==> config.mk <==
export PLATFORM = sky130hd
export DESIGN_NAME = mcu_cmd_rx
export DESIGN_NICKNAME = d
export VERILOG_FILES = /design/src/rtl/mcu_cmd_rx.sv
export SDC_FILE = /design/constraint.sdc
export NUM_CORES = 1
export LEC_CHECK = 0
export CORE_ASPECT_RATIO = 0.6
export CORE_MARGIN = 8
export CORE_UTILIZATION = 55
export CTS_BUF_LIST = sky130_fd_sc_hd__clkbuf_16
export DETAILED_ROUTE_END_ITERATION = 7
export GPL_ROUTABILITY_DRIVEN = 0
export PLACE_DENSITY = 0.89
export SYNTH_ARGS = -nofsm -noshare
export SYNTH_HDL_FRONTEND = slang
export SYNTH_SLANG_ARGS = --single-unit
==> constraint.sdc <==
create_clock -name clk -period 7.89 [get_ports clk]
set_clock_uncertainty 0.15 [all_clocks]
set_input_delay 2.367 -clock clk [delete_from_list [all_inputs] [get_ports clk]]
set_output_delay 2.367 -clock clk [all_outputs]
set_load 0.02 [all_outputs]
Fig. 1: run 1, wiring by layer
Two of the layers only.
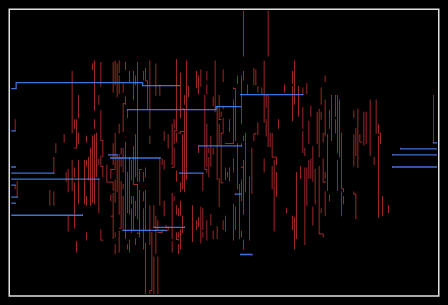
blue -> M3  # wire length 205 um
red -> M2  # wire length 1650 um
DR WL/cell: 14.26 um
global-route total usage across every layer: 13.53%
routed via count: 1421
final wirelength: 3792 um

Fig. 2: run 1, wire density map
19 x 13 tiles, from dark purple (low) to yellow (high), scaled to the fullest tile. Values are wire area over tile area, all layers added.
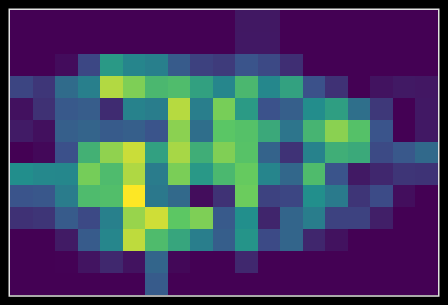
nearly empty tiles = 35%
densest ninth of the die = centre
mean over tiles = 0.097
tiles over half the peak = 20%
fullest tile = 0.38

Fig. 3: run 1, sequential cells coloured by netlist name
Bar = 20 um. Other sequential cells in the stronger grey, the rest of the logic in the fainter grey.
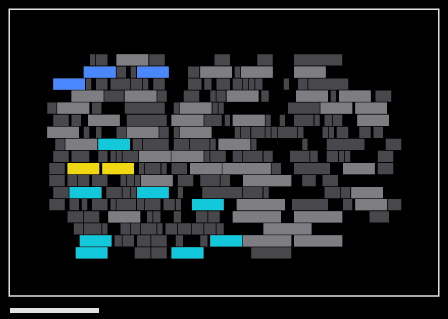
yellow -> sdi_sync  # flops 2
cyan -> bad_frame_count  # flops 8
blue -> bit_cnt  # flops 3
not coloured = 38
reported sequential group power: 0.000290 W
register fraction of the total cell area: 43.89%
area taken by flip-flops and latches: 1101 um^2
fraction of the core area covered by cells at the end of the flow: 67.78%

==> job_summary.md, run 1 <==
## PnR job results

| Metric | Value |
|---|---|
| Dominant cell area share | 40.26% |
| Number of distinct library cells after synthesis | about 42 |
| Result of the run | completed |
| Required time worst endpoint | ~8 ns |
| Floorplan Nets | 218 |
| Area of the core | 3701 um^2 |
| Post-route fraction of the period consumed by the critical path | 62.04% |
| Worst Setup Path Type | in -> reg |
| Main synth FF type | sky130_fd_sc_hd__dfxtp_1 |
| Final count of negative-setup-slack endpoints | 0 |
| Number of resized instances in the post-cts repair step | 0 |
| Arrival time worst endpoint | 4.93 ns |
| Number of cells on the worst reg-to-reg path | 12 |
| Tool Warnings | 29 |
| Placed wire-length estimate | 2744 um |
| Worst hold margin | ~0.27 ns |
| Syn Area/Cell | about 11 um^2 |
| Number of setup buffers added after CTS | 0 |
| Post-synthesis async set-or-reset flop share | 0% |
| # port buffers | 18 |
| Post-synthesis sequential element count | 51 |
| Count of pins on the block boundary | 19 |
| Post-synthesis cell type with the largest instance count | sky130_fd_sc_hd__dfxtp_1 |
| Sequential fraction of the synthesis area | 51.49% |
| Hold buffer count at cts | 0 |
| Clock net sink count | 51 |
| Cells after synthesis | 200 |
| Max Cap Viol | 0 |
| Number of buffers added by the clock tree synthesis step | 5 |
| Antenna diodes | 0 |
| Synthesized chip area reported by yosys | 2138 um^2 |
| Yosys warns | 0 |
| LEAKAGE | 0.9536 nW |
| Startpoint type of the worst setup path | input port |
| Vertical die size | 64.30 um |
| Hold Fails Final Rpt | 0 |
| Max clock buf depth | 2 |
| Clock transition at the registers of the reported paths | 0.06 ns |
| Count of flip-flops with a built-in enable after synthesis | 8 |
| Placement row count | 17 |
| Final layout net count | approximately 240 |
| Hold WC Path Type | reg -> reg |
| Cell depth of the worst min-delay path | 1 |
| Highest ir drop seen on vdd | 0.1643 mV |
| Growth of design area from synthesis to finish | 17.32% |
run 1: kinds of logic (layout without fill, tap and decap cells):
| family | after synthesis | count (layout) | share of synthesized area [%] |
|---|---|---|---|
| AND/OR/NAND/NOR | 75 | 75 | 18.14 |
| flip-flops | 51 | 51 | 51.49 |
| AND-OR/OR-AND | 23 | 23 | 7.958 |
| buffers and inverters | 19 | 38 | 3.803 |
| multiplexers | 17 | 17 | 9.304 |
| adder cells (fa/ha/maj) | 12 | 12 | 7.373 |
| XOR/XNOR | 3 | 3 | 1.931 |
run 1: power by group:
part | internal (W) | switching, W
clock network | 0.000148 | 0.0000890
logic | 0.0000614 | 0.0000605
registers | 0.000279 | 0.0000107
run 1: cells in the final DEF, fill, tap and decap left out, drive strengths merged, types with 2 or more instances in the layout:
cell type | Yosys | layout
dfxtp | 43 | 43
nor2 | 26 | 26
clkdlybuf4s50 | 0 | 18
mux2i | 12 | 12
inv | 11 | 12
nor2b | 11 | 11
ha | 11 | 11
nand2 | 9 | 9
edfxtp | 8 | 8
a21oi | 7 | 7
and3 | 5 | 5
nand3 | 5 | 5
clkbuf | 5 | 5
or4 | 4 | 4
a211oi | 3 | 3
nand2b | 3 | 3
a22oi | 3 | 3
o41ai | 3 | 3
mux2 | 3 | 3
and2 | 2 | 2
nor4 | 2 | 2
mux4 | 2 | 2
or2 | 2 | 2
o31ai | 2 | 2
nor3 | 2 | 2
run 1: area by class of cell:
| class | instances | area [um^2] |
|---|---|---|
| repair buffers | 19 | 187.7 |
| flip-flops and latches | 51 | 1101 |
| clock inverters | 3 | 38.79 |
| well taps | 47 | 58.81 |
| inverters | 11 | 41.29 |
| fillers | 288 | 1192 |
| multi-input cells | 130 | 955.9 |
| clock buffers | 5 | 125.1 |
run 1: worst max-delay path: stages:
cell and delay, ns:
sky130_fd_sc_hd__clkdlybuf4s50_1 0.42, sky130_fd_sc_hd__a211oi_1 0.35, sky130_fd_sc_hd__nand2_1 0.10, sky130_fd_sc_hd__and3_1 0.23, sky130_fd_sc_hd__inv_1 0.08, sky130_fd_sc_hd__ha_1 0.12
sky130_fd_sc_hd__inv_1 0.04, sky130_fd_sc_hd__ha_1 0.18, sky130_fd_sc_hd__fa_1 0.38, sky130_fd_sc_hd__xor3_1 0.23, sky130_fd_sc_hd__nand2_1 0.15, sky130_fd_sc_hd__nor2_1 0.05
sky130_fd_sc_hd__a211oi_1 0.23
run 1: per-stage QoR:
step	setup WS, ns	total power [W]	instances
finish	2.995	0.0006490	266
global route	2.869	0.0006802	266
CTS	2.997	0.0006557	266
detailed placement	2.711	0.0004192	258
global placement	2.863	0.0004123	258
floorplan	3.423	0.0003854	200
run 1: per-layer routing:
layer | track usage (%) | routed length [um] | share of wire [%]
met3 | 4.779 | 205 | 5.4
met2 | 20.17 | 1651 | 44
met5 | 0 | 0 | 0
met4 | 5.441 | 55 | 1.5
met1 | 17.37 | 1880 | 50
## Run 2: what changed since run 1
clock period = 4.84 ns   (was 7.89 ns; I/O delays follow)
==> run 2 against run 1 <==
Against the previous run:
- via count grew 3.4%
- utilization fell by 0.51 points
- largest power group unchanged
- critical path depth stayed put
- highest routed layer unchanged
==> job_summary.md, run 2 <==
## PnR job results

| Metric | Value |
|---|---|
| Hold buffer count at cts | 0 |
| Post-synthesis async set-or-reset flop share | 0% |
| Hold Fails Final Rpt | 0 |
| Clock net sink count | 51 |
| Tool Warnings | 29 |
| Arrival time worst endpoint | 4.03 ns |
| Avg Vias per Cell | 5.526 |
| Final min period | 3.998 ns |
| Internal power | 0.0007459 W |
| Number of cells on the worst reg-to-reg path | 12 |
| Syn Area/Cell | 10.69 um^2 |
| Worst Setup Path Type | in -> reg |
| Floorplan Nets | 218 |
| Placement row count | 17 |
| RSZ-0062 raised after global routing | false |
| Vertical die size | 64.30 um |
| Number of distinct library cells after synthesis | 42 |
| Placed wire-length estimate | between 2000 and 3000 um |
| Startpoint type of the worst setup path | input port |
| Number of resized instances in the post-cts repair step | 0 |
| Post-synthesis cell type with the largest instance count | sky130_fd_sc_hd__dfxtp_1 |
| Max clock buf depth | 2 |
| Cell depth of the worst min-delay path | 1 |
| Required time worst endpoint | 4.88 ns |
| Growth of design area from synthesis to finish | 16.44% |
| Endpoint kind of the worst setup timing path | flip-flop |
| Result of the run | completed |
| Post-synthesis cell count from yosys | about 200 |
| Final count of negative-setup-slack endpoints | 0 |
| Switch Pwr | 0.0002650 W |
| Count of flip-flops with a built-in enable after synthesis | 8 |
| Antenna diodes | 0 |
| Post-synthesis sequential element count | 51 |
| Post-Synthesis Cell Area | 2138 um^2 |
| Synthesized chip area reported by yosys | 2138 um^2 |
| Yosys warns | 0 |
| Sequential fraction of the synthesis area | ~51% |
| Final layout net count | 236 |
| Comb pwr share | between 10% and 20% |
| GRT Residual Overflow | 0 |
| Switching Fraction | 26.22% |
| Clk Latency, worst-skew pair | 0.29 ns |
| Number of global-route vias before repair | 1457 |
| Violation tally from detailed-route iteration zero | 76 |
| Dominant cell area share | 40.26% |
| Main synth FF type | sky130_fd_sc_hd__dfxtp_1 |
| Max Cap Viol | 0 |
| CTS tree | done |
| Cell area power density | just over 400 nW/um^2 |
| Clock power share | 33.7% |
| Leading cell types in the layout, fill and taps excluded | sky130_fd_sc_hd__dfxtp_1, sky130_fd_sc_hd__nor2_1, sky130_fd_sc_hd__clkdlybuf4s50_1 |
| Sequential Power Share | 46.8% |
| LEAKAGE | ~0.94 nW |
| Post-route fraction of the period consumed by the critical path | 82.61% |
| Clock transition at the registers of the reported paths | 0.07 ns |
| Clock root cell | sky130_fd_sc_hd__clkbuf_16 |
| Number of setup buffers added after CTS | 0 |
| # port buffers | 18 |
| Hold WC Path Type | reg -> reg |
| Initial antenna violation count | 0 |
| Die outline area | roughly 6200 um^2 |
| Most common library cell in the layout ignoring fill and taps | sky130_fd_sc_hd__dfxtp_1 |
| Antenna-violating nets left | 0 |
| Area of the core | 3701 um^2 |
| Sum of internal, switching and leakage power | approximately 0.0010 W |
| Area post-placement | 2345 um^2 |
| Number of buffers added by the clock tree synthesis step | 5 |
| Actual slew at the worst max-slew pin | 0.9771 ns |
| Cells after synthesis | 200 |
| Highest ir drop seen on vdd | 0.2413 mV |
| Maximum number of pins on one net before global-route repair | 40 |
| Count of pins on the block boundary | 19 |
-- run 2: layer usage --
layer  GRT usage (%)  share of wire [%]  vias to the layer above
met5               0                  0                        -
met3           4.312                4.8                        7
met1           18.02                 48                      688
li1                -                  -                      737
met4           6.191                1.3                        0
met2           22.02                 46                       38
-- run 2: metrics by stage --
| step | setup WS [ns] | std cells | util (%) | hold WS, ns |
|---|---|---|---|---|
| finish | 0.8416 | 266 | 67.28 | 0.2755 |
| global route | 0.6340 | 266 | 67.28 | 0.2942 |
| CTS | 0.8542 | 266 | 67.28 | 0.2758 |
| detailed placement | 0.5760 | 258 | 63.35 | 0.2595 |
| global placement | 0.7301 | 258 | 63.35 | 0.2552 |
| floorplan | 1.288 | 200 | - | 0.2395 |
-- run 2: critical path, cell delays in order --
cell	delay, ns
sky130_fd_sc_hd__clkdlybuf4s50_1	0.48
sky130_fd_sc_hd__a211oi_1	0.10
sky130_fd_sc_hd__nand2_1	0.08
sky130_fd_sc_hd__and3_1	0.29
sky130_fd_sc_hd__inv_1	0.08
sky130_fd_sc_hd__ha_1	0.28
sky130_fd_sc_hd__inv_1	0.04
sky130_fd_sc_hd__ha_1	0.18
sky130_fd_sc_hd__fa_1	0.39
sky130_fd_sc_hd__xor3_1	0.22
sky130_fd_sc_hd__nand2_1	0.15
sky130_fd_sc_hd__nor2_1	0.05
sky130_fd_sc_hd__a211oi_1	0.25
-- run 2: cell families after synthesis --
kind of cell / count (synthesis) / share of synthesized area [%]
buf+inv: 19 / 3.803
mux: 17 / 9.304
simple gates: 75 / 18.14
fa+ha+maj: 12 / 7.373
xor+xnor: 3 / 1.931
flops: 51 / 51.49
compound gates: 23 / 7.958
-- run 2: layout make-up --
cell class / count / area (um^2)
clock buffers: 5 / 125.1
clock inverters: 3 / 20.02
fillers: 291 / 1211
inverters: 11 / 41.29
multi-input cells: 130 / 955.9
flip-flops and latches: 51 / 1101
well taps: 47 / 58.81
repair buffers: 19 / 187.7
-- run 2: power by group through the flow --
stage | sequential (W) | clock (W) | combinational, W
final | 0.000473 | 0.000340 | 0.000197
after global routing | 0.000477 | 0.000368 | 0.000224
after CTS | 0.000473 | 0.000349 | 0.000200
after detailed placement | 0.000483 | 0 | 0.000199
after global placement | 0.000481 | 0 | 0.000191
after floorplan | 0.000489 | 0 | 0.000139
Fig. 4: run 2, wiring by layer
Two of the layers only.
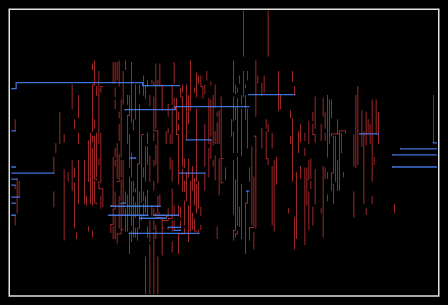
blue -> M3  # wire length 192 um
red -> M2  # wire length 1810 um
global-route total usage across every layer: 14.29%
final wirelength: 3952 um
routed via count: 1470
DR WL/cell: 14.86 um

Power is estimated from default activity; no workload was simulated.
